## src/rtl/spi_ctl_pkg.sv

```systemverilog
// Shared types and constants for the SPI flash read controller.
// Register offsets follow the spi block's register map.
package spi_ctl_pkg;

   typedef enum logic [2:0] {
      ST_IDLE  = 3'd0,
      ST_HOST  = 3'd1,
      ST_ISSUE = 3'd2,
      ST_SKIP  = 3'd3,
      ST_POLL  = 3'd4,
      ST_RDLO  = 3'd5,
      ST_DONE  = 3'd6
   } state_t;

   localparam logic [2:0] REG_XFER  = 3'd0;
   localparam logic [2:0] REG_NEXT  = 3'd1;
   localparam logic [2:0] REG_READY = 3'd2;

   localparam logic [7:0] FLASH_DUMMY   = 8'hFF;
   localparam logic [7:0] CMD_READ_DFLT = 8'h03;

   // Byte sent at write step k of a read: opcode, three address bytes, then dummies.
   function automatic logic [7:0] issue_byte(input logic [2:0]  k,
                                             input logic [23:0] a,
                                             input logic [7:0]  cmd);
      logic [7:0] b;
      case (k)
         3'd0:    b = cmd;
         3'd1:    b = a[23:16];
         3'd2:    b = a[15:8];
         3'd3:    b = a[7:0];
         default: b = FLASH_DUMMY;
      endcase
      return b;
   endfunction

endpackage

```

## src/rtl/spi_rr_arb2.sv

```systemverilog
// Two-way round-robin arbiter. Grant is combinational from req and the
// registered last-served port; advance records the current winner.
module spi_rr_arb2 (
   input  logic       i_clk,
   input  logic       i_rst_n,
   input  logic [1:0] i_req,
   input  logic       i_advance,
   output logic [1:0] o_grant,
   output logic       o_last
);

   logic r_last;

   // Grant selection; on contention the port not served last wins.
   always_comb begin
      o_grant = 2'b00;
      case (i_req)
         2'b01:   o_grant = 2'b01;
         2'b10:   o_grant = 2'b10;
         2'b11:   o_grant = r_last ? 2'b01 : 2'b10;
         default: o_grant = 2'b00;
      endcase
   end

   // Last-served port register; resets to 1 so port 0 wins first.
   always_ff @(posedge i_clk or negedge i_rst_n) begin
      if (!i_rst_n) begin
         r_last <= 1'b1;
      end else if (i_advance) begin
         r_last <= o_grant[1];
      end else begin
         r_last <= r_last;
      end
   end

   assign o_last = r_last;

endmodule

```

## src/rtl/spi_flash_arb.sv

```systemverilog
// Shares one SPI NOR flash between two 16-bit read ports via 0x03 reads,
// with a host-lock mode that hands the raw spi register bus to the CPU.
module spi_flash_arb
   import spi_ctl_pkg::*;
#(
   parameter logic [1:0] SPI_SEL  = 2'd0,
   parameter logic [7:0] CMD_READ = CMD_READ_DFLT
) (
   input  logic        clk,
   input  logic        reset,
   input  logic [1:0]  req,
   input  logic [23:0] addr0,
   input  logic [23:0] addr1,
   output logic [1:0]  ack,
   output logic [15:0] rdata,
   input  logic        host_lock,
   output logic        host_granted,
   input  logic [2:0]  host_addr,
   input  logic [7:0]  host_data,
   input  logic [1:0]  host_sel,
   input  logic        host_read,
   input  logic        host_write,
   output logic [7:0]  host_rdata,
   output logic [2:0]  reg_addr,
   output logic [7:0]  reg_data_in,
   output logic [1:0]  reg_sel,
   output logic        reg_read,
   output logic        reg_write,
   input  logic [7:0]  reg_data_out
);

   state_t      r_state;
   state_t      w_state_nxt;
   logic [2:0]  r_k;
   logic [2:0]  w_k_nxt;
   logic        r_win;
   logic        w_win_nxt;
   logic [23:0] r_addr;
   logic [23:0] w_addr_nxt;
   logic [15:0] r_rdata;
   logic [15:0] w_rdata_nxt;
   logic [1:0]  w_grant;
   logic        w_advance;
   logic        w_last;

   // The arbiter records the winner at grant time; nothing re-arbitrates before DONE.
   spi_rr_arb2 u_arb (
      .i_clk     (clk),
      .i_rst_n   (reset),
      .i_req     (req),
      .i_advance (w_advance),
      .o_grant   (w_grant),
      .o_last    (w_last)
   );

   // Sequencer state and datapath registers.
   always_ff @(posedge clk or negedge reset) begin
      if (!reset) begin
         r_state <= ST_IDLE;
         r_k     <= 3'd0;
         r_win   <= 1'b0;
         r_addr  <= 24'd0;
         r_rdata <= 16'd0;
      end else begin
         r_state <= w_state_nxt;
         r_k     <= w_k_nxt;
         r_win   <= w_win_nxt;
         r_addr  <= w_addr_nxt;
         r_rdata <= w_rdata_nxt;
      end
   end

   // Next-state logic and spi register bus drive.
   always_comb begin
      w_state_nxt  = r_state;
      w_k_nxt      = r_k;
      w_win_nxt    = r_win;
      w_addr_nxt   = r_addr;
      w_rdata_nxt  = r_rdata;
      w_advance    = 1'b0;
      reg_addr     = REG_XFER;
      reg_data_in  = 8'h00;
      reg_sel      = SPI_SEL;
      reg_read     = 1'b0;
      reg_write    = 1'b0;
      ack          = 2'b00;
      host_granted = 1'b0;
      case (r_state)
         ST_IDLE: begin
            if (host_lock) begin
               w_state_nxt = ST_HOST;
            end else if (w_grant != 2'b00) begin
               w_win_nxt   = w_grant[1];
               w_addr_nxt  = w_grant[1] ? addr1 : addr0;
               w_k_nxt     = 3'd0;
               w_advance   = 1'b1;
               w_state_nxt = ST_ISSUE;
            end else begin
               w_state_nxt = ST_IDLE;
            end
         end
         ST_HOST: begin
            reg_addr     = host_addr;
            reg_data_in  = host_data;
            reg_sel      = host_sel;
            reg_read     = host_read;
            reg_write    = host_write;
            host_granted = 1'b1;
            if (!host_lock) begin
               w_state_nxt = ST_IDLE;
            end else begin
               w_state_nxt = ST_HOST;
            end
         end
         ST_ISSUE: begin
            // Step 6 reads the high byte and closes the transaction in one access.
            if (r_k == 3'd6) begin
               reg_read    = 1'b1;
               reg_addr    = REG_XFER;
               w_rdata_nxt = {reg_data_out, r_rdata[7:0]};
            end else begin
               reg_write   = 1'b1;
               reg_addr    = (r_k == 3'd0) ? REG_XFER : REG_NEXT;
               reg_data_in = issue_byte(r_k, r_addr, CMD_READ);
            end
            w_state_nxt = ST_SKIP;
         end
         ST_SKIP: begin
            w_state_nxt = ST_POLL;
         end
         ST_POLL: begin
            reg_read = 1'b1;
            reg_addr = REG_READY;
            if (reg_data_out[0]) begin
               if (r_k == 3'd4) begin
                  w_state_nxt = ST_RDLO;
               end else if (r_k == 3'd6) begin
                  w_state_nxt = ST_DONE;
               end else begin
                  w_k_nxt     = r_k + 3'd1;
                  w_state_nxt = ST_ISSUE;
               end
            end else begin
               w_state_nxt = ST_POLL;
            end
         end
         ST_RDLO: begin
            reg_read    = 1'b1;
            reg_addr    = REG_NEXT;
            w_rdata_nxt = {r_rdata[15:8], reg_data_out};
            w_k_nxt     = 3'd5;
            w_state_nxt = ST_ISSUE;
         end
         ST_DONE: begin
            ack         = r_win ? 2'b10 : 2'b01;
            w_state_nxt = ST_IDLE;
         end
         default: begin
            w_state_nxt = ST_IDLE;
         end
      endcase
   end

   assign rdata      = r_rdata;
   assign host_rdata = reg_data_out;

endmodule

```

## config.mk

```make
export PLATFORM = sky130hd
export DESIGN_NAME = spi_flash_arb
export DESIGN_NICKNAME = d
export VERILOG_FILES = /design/src/rtl/spi_ctl_pkg.sv /design/src/rtl/spi_rr_arb2.sv /design/src/rtl/spi_flash_arb.sv
export SDC_FILE = /design/constraint.sdc
export NUM_CORES = 1
export LEC_CHECK = 0
export CORE_MARGIN = 4
export CORE_UTILIZATION = 45
export DETAILED_ROUTE_END_ITERATION = 8
export GPL_ROUTABILITY_DRIVEN = 0
export PLACE_DENSITY = 0.86
export SYNTH_ARGS = -nofsm -noshare
export SYNTH_HDL_FRONTEND = slang
export SYNTH_HIERARCHICAL = 1
export SYNTH_SLANG_ARGS = --single-unit
export TNS_END_PERCENT = 1
```

## constraint.sdc

```tcl
create_clock -name clk -period 3.3 [get_ports clk]
set_input_delay 0.99 -clock clk [delete_from_list [all_inputs] [get_ports clk]]
set_output_delay 0.99 -clock clk [all_outputs]
set_load 0.01 [all_outputs]
```

==> summary.log <==
[cells_and_area] Inverters excl. clock 6
[logic_synthesis] summed instance area of the synthesized netlist 2660 um^2
[cells_and_area] non-clk buf share 32.3%
[logic_synthesis] syn_area_per_cell 9.54 um^2
[pwr] Power Sequential 1.04 mW
[final_timing] final number of hold-violating endpoints 0
[pwr] internal power 1.88 mW
[die] horizontal die size 84.9 um
[die] n_taps 72
[placement] post-detail-place hpwl 5730 um
[detailed_routing] Starting DRT DRC Count 159
[cells_and_area] Sequential cell area 1200 um^2
[global_route] total congestion overflow 0
[final_timing] RSZ-0062 raised after global routing yes
[cells_and_area] filler cell count in the final layout 460
[min_path] Hold WC Path Type flip-flop to flip-flop
[pwr] net switching power of the design 1.14 mW
[pwr] power in the clock group 0.349 mW
[cells_and_area] total of plain and repair buffers excluding clock buffers 131
[critical_path] Arrival @ worst endpoint 2.28 ns
[critical_path] setup slack on the worst flop-to-flop path 1.48 ns
[cts] clock edge transition at the registers on the reported setup and hold paths 0.08 ns
[placement] port buffer count 117
[run_status] result of the run finished clean
[pwr] total combinational power 1.64 mW
[detailed_routing] first-pass detailed-route iteration total 4
[logic_synthesis] number of warning messages in the yosys log 6
[pwr] largest vdd supply drop 0.458 mV
[cells_and_area] commonest non-fill, non-tap cells in the layout clkdlybuf4s50_1, dfrtp_1, nor2_1
[pwr] clock group share of total power 11.6%
[final_timing] transition at the pin with the smallest max-transition slack 0.441 ns
[critical_path] critical path data required time 2.31 ns
[final_timing] final setup violating endpoints 0
[cts] number of sinks driven by the clock tree 48
[run] # Max-Cap Violations 0
[detailed_routing] remaining antenna violation count 0
[placement] Inst Count DP 454
[cells_and_area] clock network area share 2.25%
[cells_and_area] count of clock buffers in the final design 8
[logic_synthesis] asr flop ratio synth 100%
[logic_synthesis] yosys stat cell total 279
[cts] TritonCTS clock tree yes
[logic_synthesis] ys flop type dfrtp_1
[cells_and_area] post-synthesis to final-layout area growth 50.4%
[cells_and_area] Combinational Area 1310 um^2
[logic_synthesis] Synthesized Nets 360
[critical_path] endpoint kind of the worst setup timing path primary output
[critical_path] startpoint class of the critical path flip-flop
[cells_and_area] cell class ranked first by area combinational gates
[logic_synthesis] post-synthesis chip area from yosys 2660 um^2
[die] die outline area 7210 um^2
[final_timing] Final Cycle Share 99.0%
[cells_and_area] number of combinational gates with multiple inputs 198
[final_timing] Fmax achieved 306 MHz
[die] number of placed I/O pins 118
[cells_and_area] final std cell area, no fill 4000 um^2
[die] y dimension of the die 84.9 um
[cells_and_area] # nets final 471
[final_timing] headroom to the max-slew limit 70.6%
[cells_and_area] final sequential cell count 48
[cts] clock latency reported for the late side of the worst-skew pair 0.29 ns
[cells_and_area] Non-Filler Instances 463
[cells_and_area] logic share of the area 32.6%
[cts] Clock Path Buffers 2
[logic_synthesis] distinct cell type count after synthesis 37
[pwr] leakage power of the design 1.80 nW
[cells_and_area] antenna diode count 0
[pwr] fraction of power spent switching nets 37.9%
[logic_synthesis] number of synthesized flops with an enable pin 0
[run] OpenROAD warnings 31
[global_route] via count of the first global-routing pass 2397
[pwr] largest power group combinational cells
[pwr] Pwr per Cell Area 755 nW/um^2
[cells_and_area] most instantiated logic cell after routing clkdlybuf4s50_1
[cells_and_area] fraction of final layout cells with drive strength greater than 1 10.5%
[logic_synthesis] flip-flop and latch count after synthesis 48
[logic_synthesis] post-synthesis sequential area ratio 45.2%
[final_timing] final worst path period need 3.27 ns
[cts] root cell of the clock tree clkbuf_8
[pwr] fraction of power consumed by combinational cells 54.1%
[final_timing] Max Transition Viols Final 0
[cts] Num CTS Buffers 5
[detailed_routing] routed via count divided by cell count 5.26
[pwr] relative contribution of sequential cells to total power 34.4%
[final_timing] Post-Route Skew 0.00498 ns
[detailed_routing] drc violations 0
[cts] H-tree depth 2
[critical_path] crit path kind flip-flop to primary output
[global_route] number of antenna violations at the first check in global routing 0
[global_route] maximum number of pins on one net before global-route repair 50
[critical_path] largest fanout on the critical path 6
[logic_synthesis] number of standard cells after synthesis 279
[placement] cell area after placement 3880 um^2
[global_route] wire length of the first global-routing pass 11700 um
state kept, by name, summed over array words and instances, names as in the netlist:
| name | cells |
|---|---|
| r_k | 3 |
| u_arb/o_last | 1 |
| r_state | 3 |
| r_addr | 24 |
| rdata | 16 |
| r_win | 1 |
Yosys cell counts, types with 2 or more instances:
| master | n | area [um^2] |
|---|---|---|
| dfrtp_1 | 47 | 1180 |
| nor2_1 | 35 | 131 |
| nand2_1 | 33 | 124 |
| a21oi_1 | 29 | 145 |
| mux2i_1 | 25 | 250 |
| o21ai_0 | 13 | 65.1 |
| buf_4 | 12 | 90.1 |
| mux2_2 | 9 | 101 |
| a222oi_1 | 8 | 80.1 |
| buf_2 | 7 | 35.0 |
| clkbuf_1 | 7 | 26.3 |
| o211ai_1 | 7 | 52.6 |
| inv_1 | 6 | 22.5 |
| ha_1 | 5 | 62.6 |
| nor2b_1 | 4 | 25.0 |
| a211o_1 | 3 | 26.3 |
| and2_1 | 3 | 18.8 |
| nor3_1 | 3 | 15.0 |
| a21boi_0 | 2 | 15.0 |
| and3_1 | 2 | 12.5 |
| nor3b_1 | 2 | 15.0 |
| o21bai_1 | 2 | 15.0 |
cell families (layout without fill, tap and decap cells):
| logic type | Yosys count | after routing | synth area share (%) |
|---|---|---|---|
| buffers and inverters | 33 | 145 | 6.67 |
| AND/OR/NAND/NOR | 89 | 89 | 15.4 |
| multiplexers | 35 | 35 | 13.8 |
| adder cells (fa/ha/maj) | 5 | 5 | 2.35 |
| flip-flops | 48 | 48 | 45.2 |
| AND-OR/OR-AND | 69 | 69 | 16.7 |
timing repair:
action / in CTS / in global routing
setup endpoints to repair: 9 / 6
endpoints found under the hold margin: 0 / 0
resized: 8 / 5
hold buffers: 0 / 0
setup buffers: 1 / 0
per-layer routing:
| layer | wire length (um) | vias to the layer above | global-route usage [%] |
|---|---|---|---|
| met3 | 408 | 7 | 3.88 |
| met5 | 0 | - | 0 |
| li1 | - | 1200 | - |
| met1 | 3000 | 1143 | 25.4 |
| met2 | 3860 | 84 | 34.6 |
| met4 | 61 | 0 | 4.32 |
through the flow:
stage | power (mW) | hold slack, ns | setup TNS [ns] | setup slack (ns)
finish | 3.02 | 0.481 | 0 | 0.0322
global placement | 2.64 | 0.465 | 0 | 0.0771
CTS | 3.05 | 0.489 | -0.0315 | -0.0315
floorplan | 1.94 | 0.494 | 0 | 0.655
global route | 3.24 | 0.525 | -0.101 | -0.101
detailed placement | 2.69 | 0.470 | 0 | 0.0762
worst max-delay path: stages, from the launching register on:
cell and delay [ns]:
dfrtp_1 0.38, inv_1 0.10, ha_1 0.22, buf_4 0.15, nor3_1 0.18, o2111ai_2 0.23
o211ai_1 0.16, clkdlybuf4s50_1 0.57
worst paths after layout:
kind,startpoint,end,cells past startpoint
min reg2reg,rdata[10],rdata[10],2
min,rdata[10],rdata[10],2
max reg2reg,r_state[0],u_arb/o_last,5
max in group asynchronous,reset,r_addr[9],2
min in group asynchronous,reset,rdata[4],1
max,r_k[0],reg_data_in[6],7
**Routed metal per tile**

Scale bar: 20 um. 17 x 17 tiles, from dark blue (low) to red (high), scaled to the fullest tile. Values are wire area over tile area, all layers added.
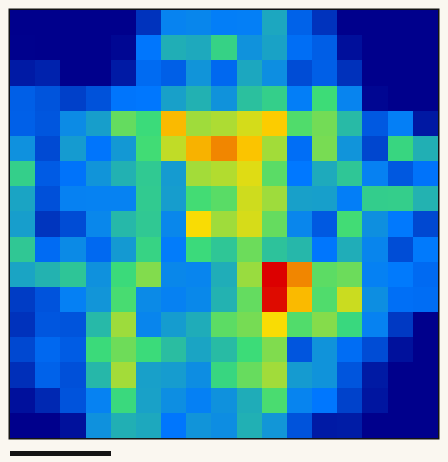
mean over tiles = 0.16
tiles over half the peak = 19%
densest ninth of the die = centre
nearly empty tiles = 13%
fullest tile = 0.51
via count: 2434
total wire length: 7320 um
Avg WL per Cell: 15.8 um
GRT Overall Usage: 19.8%

**Sizing map**

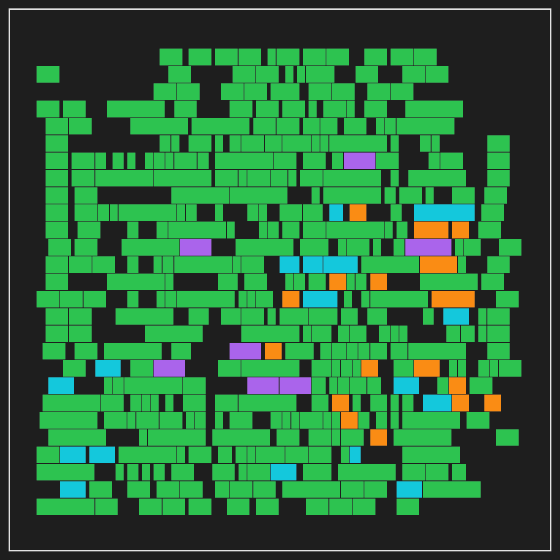
purple -> drive 6 and up  # cells 7, most used clkbuf_8
cyan -> drive 2  # cells 17, most used mux2_2
green -> drive 1 or less  # cells 350, most used clkdlybuf4s50_1
orange -> drive 3 to 4  # cells 17, most used buf_4

**Cells coloured by class**

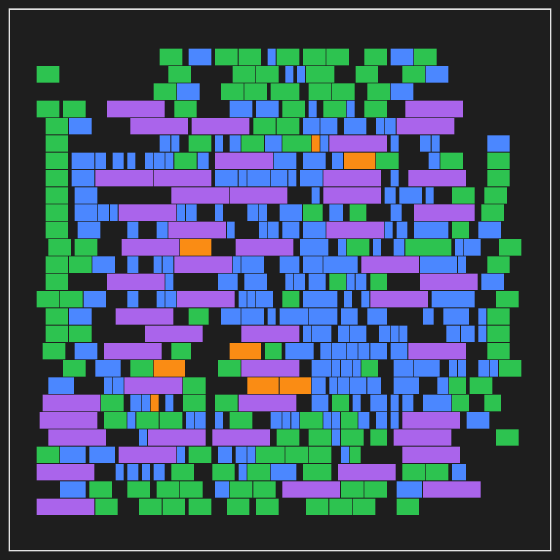
green -> other buffers and delay cells  # cells 131, share of their area 33%
orange -> clock drivers and dummy loads  # cells 8, share of their area 2.3%
blue -> all other logic  # cells 204, share of their area 34%
purple -> flip-flops  # cells 48, share of their area 31%
Post-Route Utilization: 71.4%
sequential cell area share: 30.0%
number of rows in the core area: 27

**Cell density map**

Scale bar: 20 um. 8 x 8 tiles, from dark blue (low) to red (high), 0 to 100% covered.
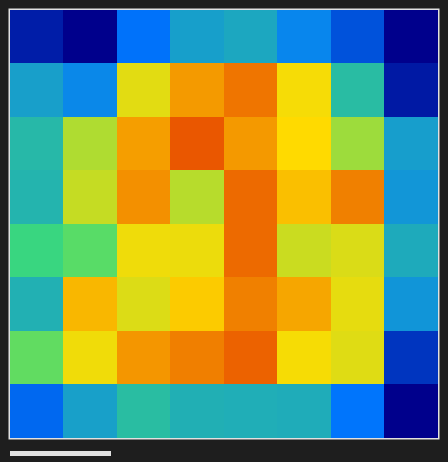
nearly empty tiles = 4.7%
densest ninth of the die = centre
tiles over 75% full = 28%
fullest tile = 90%
mean over tiles = 54%
FP Util: 47.5%
area of the core region: 5610 um^2

No activity file was given, so power comes from the tool's default toggle rates.
